==> src/rtl/fir_ctrl_pkg.sv <==
// Shared FSM state type and default sizing for the FIR coefficient sequencer.
package fir_ctrl_pkg;

    typedef enum logic [1:0] {
        StIdle,
        StFetch,
        StWrite,
        StFin
    } fir_state_e;

    localparam int unsigned DefNcoef = 129;
    localparam int unsigned DefC     = 16;
    localparam int unsigned DefAw    = 8;
    localparam int unsigned DefFsDiv = 104;

endpackage

==> src/rtl/fir_fs_gen.sv <==
// Free-running sample-rate divider; the strobe is suppressed, never deferred, while en is low.
module fir_fs_gen #(
    parameter int unsigned FS_DIV = 104
) (
    input  logic clk,
    input  logic rst,
    input  logic en,
    output logic fs_stb
);

    localparam int unsigned   CW   = $clog2(FS_DIV);
    localparam logic [CW-1:0] Last = CW'(FS_DIV - 1);

    logic [CW-1:0] cnt_q;

    always_ff @(posedge clk) begin
        if (rst) begin
            cnt_q <= '0;
        end else if (cnt_q == Last) begin
            cnt_q <= '0;
        end else begin
            cnt_q <= cnt_q + CW'(1);
        end
    end

    assign fs_stb = (cnt_q == Last) && en && !rst;

endmodule

==> src/rtl/fir_coef_seq.sv <==
// Streams NCOEF coefficients from a synchronous ROM into the FIR and paces its input samples.
// Define FIR_COEF_SEQ_CSUM_EN to add a running checksum of the written coefficients on csum.
module fir_coef_seq
    import fir_ctrl_pkg::*;
#(
    parameter int unsigned NCOEF  = DefNcoef,
    parameter int unsigned C      = DefC,
    parameter int unsigned AW     = DefAw,
    parameter int unsigned FS_DIV = DefFsDiv
) (
    input  logic          clk,
    input  logic          rst,
    input  logic          load_req,
    input  logic          load_bank,
    output logic [AW:0]   rom_addr,
    input  logic [C-1:0]  rom_data,
    output logic          c_we,
    output logic [AW-1:0] c_addr,
    output logic [C-1:0]  c_in,
    output logic          busy,
    output logic          done,
    output logic          fs_stb,
    output logic [C+7:0]  csum
);

    localparam logic [AW-1:0] LastIdx = AW'(NCOEF - 1);

    fir_state_e    state_q;
    logic          bank_q;
    logic          c_we_q;
    logic          busy_q;
    logic          done_q;
    logic [AW-1:0] c_addr_q;
    logic [C-1:0]  c_in_q;
    logic [AW:0]   rom_addr_q;

    // c_addr doubles as the write index; rom_addr runs one index ahead to cover ROM latency.
    always_ff @(posedge clk) begin
        if (rst) begin
            state_q    <= StIdle;
            bank_q     <= 1'b0;
            c_we_q     <= 1'b0;
            busy_q     <= 1'b0;
            done_q     <= 1'b0;
            c_addr_q   <= '0;
            c_in_q     <= '0;
            rom_addr_q <= '0;
        end else begin
            c_we_q <= 1'b0;
            done_q <= 1'b0;
            unique case (state_q)
                StIdle: begin
                    if (load_req) begin
                        state_q    <= StFetch;
                        bank_q     <= load_bank;
                        busy_q     <= 1'b1;
                        rom_addr_q <= {load_bank, {AW{1'b0}}};
                    end
                end
                StFetch: begin
                    state_q    <= StWrite;
                    c_we_q     <= 1'b1;
                    c_addr_q   <= '0;
                    rom_addr_q <= {bank_q, AW'(1)};
                end
                StWrite: begin
                    c_in_q <= rom_data;
                    if (c_addr_q == LastIdx) begin
                        state_q <= StFin;
                        busy_q  <= 1'b0;
                        done_q  <= 1'b1;
                    end else begin
                        c_we_q     <= 1'b1;
                        c_addr_q   <= c_addr_q + AW'(1);
                        rom_addr_q <= {bank_q, c_addr_q + AW'(2)};
                    end
                end
                StFin: begin
                    state_q <= StIdle;
                end
                default: begin
                    state_q <= StIdle;
                end
            endcase
        end
    end

    // ROM data arrives in the write cycle itself, so it is passed straight through while writing.
    assign c_in     = c_we_q ? rom_data : c_in_q;
    assign c_we     = c_we_q;
    assign c_addr   = c_addr_q;
    assign rom_addr = rom_addr_q;
    assign busy     = busy_q;
    assign done     = done_q;

    fir_fs_gen #(
        .FS_DIV(FS_DIV)
    ) u_fs_gen (
        .clk   (clk),
        .rst   (rst),
        .en    (!busy_q),
        .fs_stb(fs_stb)
    );

`ifdef FIR_COEF_SEQ_CSUM_EN
    logic [C+7:0] csum_q;

    always_ff @(posedge clk) begin
        if (rst) begin
            csum_q <= '0;
        end else if (state_q == StIdle && load_req) begin
            csum_q <= '0;
        end else if (c_we_q) begin
            csum_q <= csum_q + {{8{rom_data[C-1]}}, rom_data};
        end
    end

    assign csum = csum_q;
`else
    assign csum = '0;
`endif

endmodule

==> config.mk <==
export PLATFORM = sky130hd
export DESIGN_NAME = fir_coef_seq
export DESIGN_NICKNAME = d
export VERILOG_FILES = /design/src/rtl/fir_ctrl_pkg.sv /design/src/rtl/fir_fs_gen.sv /design/src/rtl/fir_coef_seq.sv
export SDC_FILE = /design/constraint.sdc
export NUM_CORES = 1
export LEC_CHECK = 0
export ABC_AREA = 0
export CAP_MARGIN = 10
export CORE_MARGIN = 5
export CORE_UTILIZATION = 35
export DETAILED_ROUTE_END_ITERATION = 10
export PLACE_DENSITY = 0.64
export REMOVE_ABC_BUFFERS = 1
export SLEW_MARGIN = 20
export SYNTH_ARGS = -nofsm -noshare
export SYNTH_HDL_FRONTEND = slang
export SYNTH_SLANG_ARGS = --single-unit
==> constraint.sdc <==
create_clock -name clk -period 2.3 [get_ports clk]
set_input_delay 0.46 -clock clk [delete_from_list [all_inputs] [get_ports clk]]
set_output_delay 0.46 -clock clk [all_outputs]
set_load 0.03 [all_outputs]
Run 1, sequential cells coloured by netlist name:
Scale bar: 20 um. Other sequential cells in the stronger grey, the rest of the logic in the fainter grey.
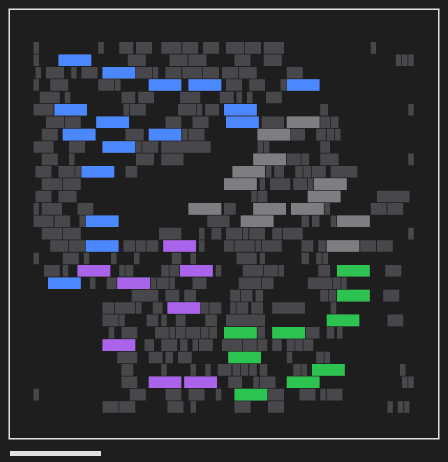
c_in_q: marked blue, sequential cells 16. rom_addr: marked green, sequential cells 9. c_addr: marked purple, sequential cells 8.

Run 1, track usage over the die:
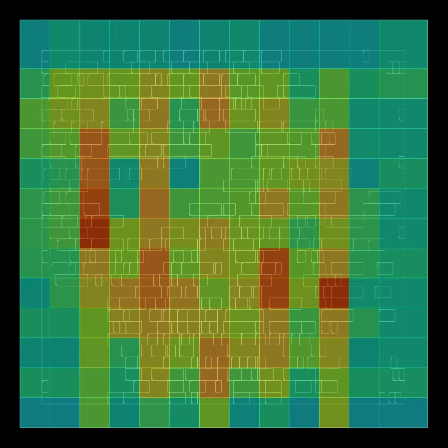
met1 track demand over resource: 16.5%
GR peak layer: met2
met2 demand-to-capacity share in global routing: 21.2%
GR Util All Layers: 12.9%
end-of-flow core utilization: 46.3%

Run 1, cell classes on the final placement:
Scale bar: 20 um.
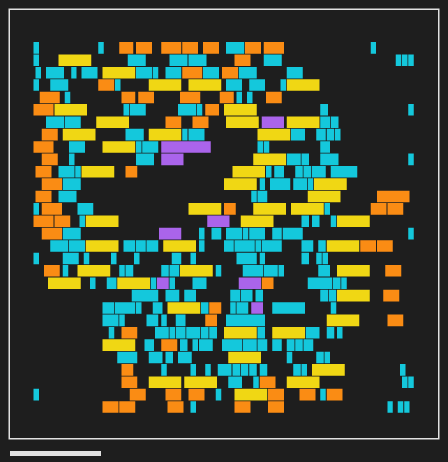
flops: marked yellow, cells 46. clock drivers and dummy loads: marked purple, cells 8. other buffers and delay cells: marked orange, cells 61. all other logic: marked cyan, cells 208.
post-route cell area: 3160 sq um
core region area: 6830 sq um

==> summary.txt, run 1 <==
The layout was made with Yosys and OpenROAD.

The flow ran to the end, and the final reports show no timing, DRC or antenna violations. Yosys reports the multiplexer fraction of the synthesized area as roughly 15%. Setup repair after global routing left no endpoint under its margin. Per the synth log, the flip-flop and latch total comes to 46. The area fraction in and, or, nand and nor cells is between 10% and 20%.

For this configuration, the core starts out at a cell density of a little over a third. The proportion of register bits with asynchronous set or reset after synthesis is 0%. The combinational cell power is about 1.2 mW. The remaining global-route overflow is 0. The total sequential power is 0.973 mW. The type of the worst min-delay path is reg2reg. The clock network accounts for between 20% and 30% of the total power. Per the log, the first TritonRoute iteration ended with a DRC count of 67. The fraction of final layout cells with drive strength greater than 1 is between 10 and 15%. The flow reports an fmax of roughly 0.46 GHz.

The number of global-route vias before repair was roughly 1,900. The wire-length estimate of the detail-placed layout is 4010 um. Entering global routing, the biggest net connects 39 pins. The launch point of the critical path was reported as u_fs_gen.cnt_q[0]$_SDFF_PP0_. The total clock buffers created by CTS is 5. In this run the full chip footprint comes out at just under 9000 sq um.

In the synthesized netlist, the dominant kind of combinational cell is simple AND/OR/NAND/NOR gates. The source of the worst hold timing path is u_fs_gen.cnt_q[0]$_SDFF_PP0_. The number of cell instances after yosys synthesis is ~270. In the layout the commonest cells are dfxtp_1, clkdlybuf4s50_1, nor2_1. The synthesized design spends more area on one cell type than any other, namely dfxtp_1. Before any placement, the netlist area is recorded as between 2000 and 2500 sq um. The library cell used as clock root buffer is clkbuf_8. The synthesized netlist contains between 40 and 50 unique library cells.

The CTS tree is built. The register with the most flip-flops in the layout has 16 of them. The data required time reported for the critical path is 1.84 ns. The post-detailed-routing wire length is 5460 um. The startpoint-to-endpoint class of the critical path is reg2out. The most popular library cell in the synthesized design by count is dfxtp_1. The worst setup path is captured at a primary output. In this run the count of I/O pins placed on the die edge is slightly above 80. The warning count from the yosys run is 0. STA classifies the critical path startpoint as a register. The portion of the post-synthesis area used by sequential elements is 37.3%.

The count of library flops with an enable pin is 0. The maximum buffer depth of the clock tree is 2. For the finished layout, the period the worst path requires is between 2 and 2.5 ns. The quantity of gates resized following cts is 5. The number of nets in the layout is ~350. The capture instance of the worst register-to-register path is state_q[0]$_SDFFE_PP0P_. Excluding fillers, the count of instances in the completed layout stands at between 400 and 500. The number of placement rows is 30.
run 1: critical path: stages (launching register included):
cell     delay, ns
dfxtp_1       0.35
ha_1          0.20
nand3_1       0.12
or3_4         0.42
nor3_4        0.16
buf_12        0.14
run 1: layer usage:
layer,share of wire (%),GRT usage [%],vias to the layer above
li1,-,-,974
met1,46,16.5,905
met5,0,0,-
met4,1.1,4.33,0
met3,5.2,3.04,5
met2,48,21.2,48
run 1: cell type report:
cell class	count	area, sq um	share of cell area [%]
repair buffers	61	628	19.8
well taps	96	120	3.80
clock inverters	3	45.0	1.42
flip-flops and latches	46	921	29.1
clock buffers	5	68.8	2.17
multi-input cells	202	1360	42.9
inverters	6	22.5	0.712
==> inputs of run 2 (changes only) <==
==> constraint.sdc (replaced) <==
create_clock -name clk -period 2.2 [get_ports clk]
set_input_delay 0.44 -clock clk [delete_from_list [all_inputs] [get_ports clk]]
set_output_delay 0.44 -clock clk [all_outputs]
set_load 0.03 [all_outputs]
==> run 2 against run 1 <==
Synthesized area unchanged. First-iteration DRC count up 63%. Design area down 0.63%. Clock power down 14%. Synthesized cell count unchanged. Register-to-register slack worse by 0.15 ns. Die size unchanged. Setup slack worse by 0.034 ns. Critical path type unchanged. Critical endpoint is now c_addr[2].
==> summary.txt, run 2 <==
The layout was made with Yosys and OpenROAD.

The cell family contributing the most delay on the critical path is buffers and inverters. After layout, the minimum clock period comes to between 2 and 2.5 ns. The number of cell instances after yosys synthesis is 269 (unchanged).

Note that the worst hold path type here is reg2reg. The required time of the critical path is 1.76 ns (-0.08 ns). Walking the worst path, the cells encountered are clkdlybuf4s50_1. The total clock buffers created by CTS came to 5 (unchanged). The largest net degree at the start of global routing is 39 (unchanged).

The run finished with clean final reports. The boundary pin count came to 81 (unchanged). The proportion of register bits with asynchronous set or reset after synthesis is 0% (unchanged).

The quantity of gates resized following cts came to 12 (+7). The footprint of the flip-flops and latches was 923 sq um (+0.27%). In the layout the commonest cells are dfxtp_1, clkdlybuf4s50_1, nor2_1.

The count of library flops with an enable pin is 0 (unchanged). STA classifies the critical path endpoint as a primary output. The first-iteration detailed-routing DRC count is 109 (+63%). The depth of the critical timing path with buffers and inverters included was 1 (-4). The number of nets in the layout is 354 (+0.85%). The worst setup path is launched from a register. Static timing analysis puts the maximum clock frequency at around 0.48 GHz. The tree is rooted in a clkbuf_8.
## run 2: cell counts after synthesis
Identical to the previous run, type by type.
## run 2: cell type report
class,instances,share of cell area [%]
Multi-Input combinational cell,202,43.6
Sequential cell,46,29.4
Timing Repair Buffer,64,19.6
Tap cell,96,3.82
Clock buffer,5,2.19
Inverter,6,0.716
Clock inverter,3,0.676
## run 2: cell families after synthesis
kind of cell | count (synthesis) | share of synthesized area [%]
mux | 34 | 14.6
other cells | 1 | 0.152
buf+inv | 44 | 11.9
compound gates | 27 | 7.80
fa+ha+maj | 9 | 4.56
flops | 46 | 37.3
simple gates | 96 | 19.5
xor+xnor | 12 | 4.26
## run 2: metal layers
layer / wire length, um / global-route usage [%]
met1: 2380 / 15.9
met2: 2580 / 20.2
met3: 494 / 3.85
met5: 0 / 0
met4: 61 / 3.85
Run 2, track usage over the die:
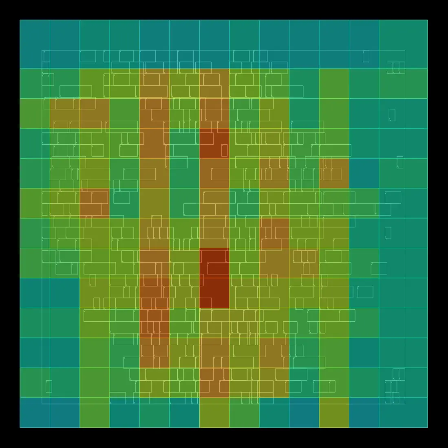
end-of-flow core utilization: 46.0%
met2 demand-to-capacity share in global routing: 20.2%
met1 track demand over resource: 15.9%
wire length per cell after detailed routing: 13.1 um
GR Util All Layers: 12.5%

Run 2, gate-type map:
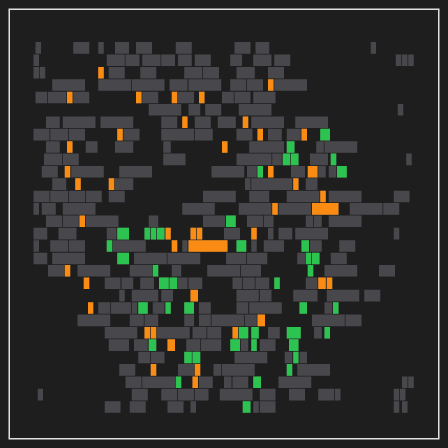
NOR gates: marked orange, cells 43. NAND gates: marked green, cells 43.
Non-Filler Instances: 422
commonest non-fill, non-tap cell in the layout: dfxtp_1
share of cell area taken by multi-input logic gates: 43.6%

==> inputs of run 3 (changes only) <==
--- a/config.mk
+++ b/config.mk
@@ -7,7 +7,6 @@
 export LEC_CHECK = 0
 export ABC_AREA = 0
 export CAP_MARGIN = 10
-export CORE_MARGIN = 5
 export CORE_UTILIZATION = 35
 export DETAILED_ROUTE_END_ITERATION = 10
 export PLACE_DENSITY = 0.64
==> run 3 against run 2 <==
Register-to-register slack better by 0.12 ns. Critical path depth up 4. Wire length shrank 6.6%. Design area is 0.44% higher. Synthesized cell count unchanged. Sequential share of layout area down 0.17 points.
==> summary.txt, run 3 <==
The layout was made with Yosys and OpenROAD.

The proportion of register bits with asynchronous set or reset after synthesis was 0% (unchanged). Counting every instance in the synthesized netlist gives 269. The DRC violation total left in the routed layout is recorded as 0. Ranking logic cells in the layout by count gives the top entries dfxtp_1, clkdlybuf4s50_1, nor2_1.

The run finished with clean final reports. The length of routed met3 wiring came to 295 um (-40%). The signal on the critical path passes through ha_2 > nand3_2 > or3_4 > nor3_2 > buf_4. The kind of cell with the highest combined delay on the critical path is simple AND/OR/NAND/NOR gates. In the finished design, the share of the clock period the worst path needs comes to roughly 93%. After synthesis, the most frequently instantiated cells are dfxtp_1, nor2_1, buf_4, mux2i_1. The most critical min-delay path falls under reg2reg. The highest-utilization routing layer at the global route stage is met2. The highest metal layer with signal wires is met4. The met1 demand-to-capacity share in global routing is 19.3% (+3.4 points). The highest achievable clock rate was 0.487 GHz (+1.7%).

The initial antenna violation count is 0. The required time of the critical path is 1.76 ns (about the same). The depth of the critical timing path with buffers and inverters included came to 5 (+4). The global-route met2 utilization is 23.5% (+3.3 points). The filler-free cell count of the finished design was 427 (+1.2%). The met3 usage in global routing came to 3.75% (-0.093 points).

The vias per cell is roughly 4.6. The met2 layer wire length in the routed design was 2410 um (-6.8%). The detailed-routing wirelength on met1 is 2410 um (+1.2%). The most popular library cell in the synthesized design by count is dfxtp_1.

Clock latency on the worst-skew pair, taken at its later pin, is ~0.3 ns. The number of cell instances after yosys synthesis is 269 (unchanged). The quantity of gates resized following cts is 15 (+3). The top cell type in the final layout, fill and taps aside, is dfxtp_1. The analysis reports a worst IR drop on VDD of 0.414 mV. The count of library flops with an enable pin is 0 (unchanged). The floorplan step defined a die boundary enclosing between 7000 and 8000 sq um.

The boundary pin count is 81 (unchanged). The post-layout minimum cycle time is 2.05 ns (-0.0345 ns). The worst setup path is launched from a register. The total clock buffers created by CTS is 5 (unchanged). The remaining antenna violation count after routing is 0. The total clock network power is ~0.5 mW. The nature of the critical path endpoint is a primary output. The first-iteration detailed-routing DRC count is 112 (+2.8%). The library cell used as clock root buffer is clkbuf_8. The portion of the post-synthesis area used by sequential elements is roughly 37%.
run 3: cell families after synthesis:
| kind of cell | synth area share, % |
|---|---|
| other | 0.152 |
| adders and majority gates | 4.56 |
| and+or+nand+nor | 19.5 |
| xor gates and xnor gates | 4.26 |
| DFF | 37.3 |
| buffers and inverters | 11.9 |
| muxes | 14.6 |
| AOI/OAI and AO/OA | 7.80 |
run 3: cell type report:
| cell class | count | area, sq um | share of cell area (%) |
|---|---|---|---|
| multi-input cells | 202 | 1360 | 43.1 |
| flip-flops and latches | 46 | 922 | 29.2 |
| repair buffers | 69 | 647 | 20.5 |
| well taps | 96 | 120 | 3.80 |
| clock buffers | 6 | 72.6 | 2.30 |
| inverters | 6 | 22.5 | 0.713 |
| clock inverters | 2 | 13.8 | 0.436 |
Run 3, signal wires by layer:
Scale bar: 20 um. Only two layers are drawn.
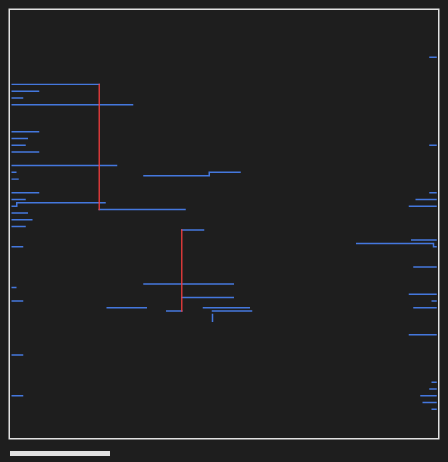
met3: marked blue, wire length 295 um. met4: marked red, wire length 41.5 um.
Post-Route WL: 5150 um
detailed-route via count: 1,972
wire length per cell after detailed routing: 12.1 um
GR Util All Layers: 14.6%

Run 3, sequential cells coloured by netlist name:
Scale bar: 20 um. Other sequential cells in the stronger grey, the rest of the logic in the fainter grey.
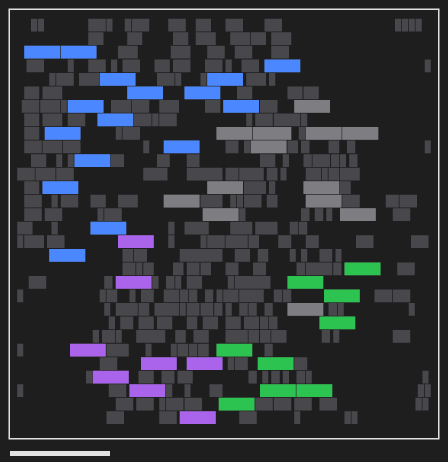
rom_addr: marked green, sequential cells 9. c_addr: marked purple, sequential cells 8. c_in_q: marked blue, sequential cells 16.
end-of-flow core utilization: 46.5%
sequential-cell power consumption: 1.01 mW
flop share of the area: 29.2%
Seq. cell area: 922 sq um

Power is estimated from default activity; no workload was simulated.
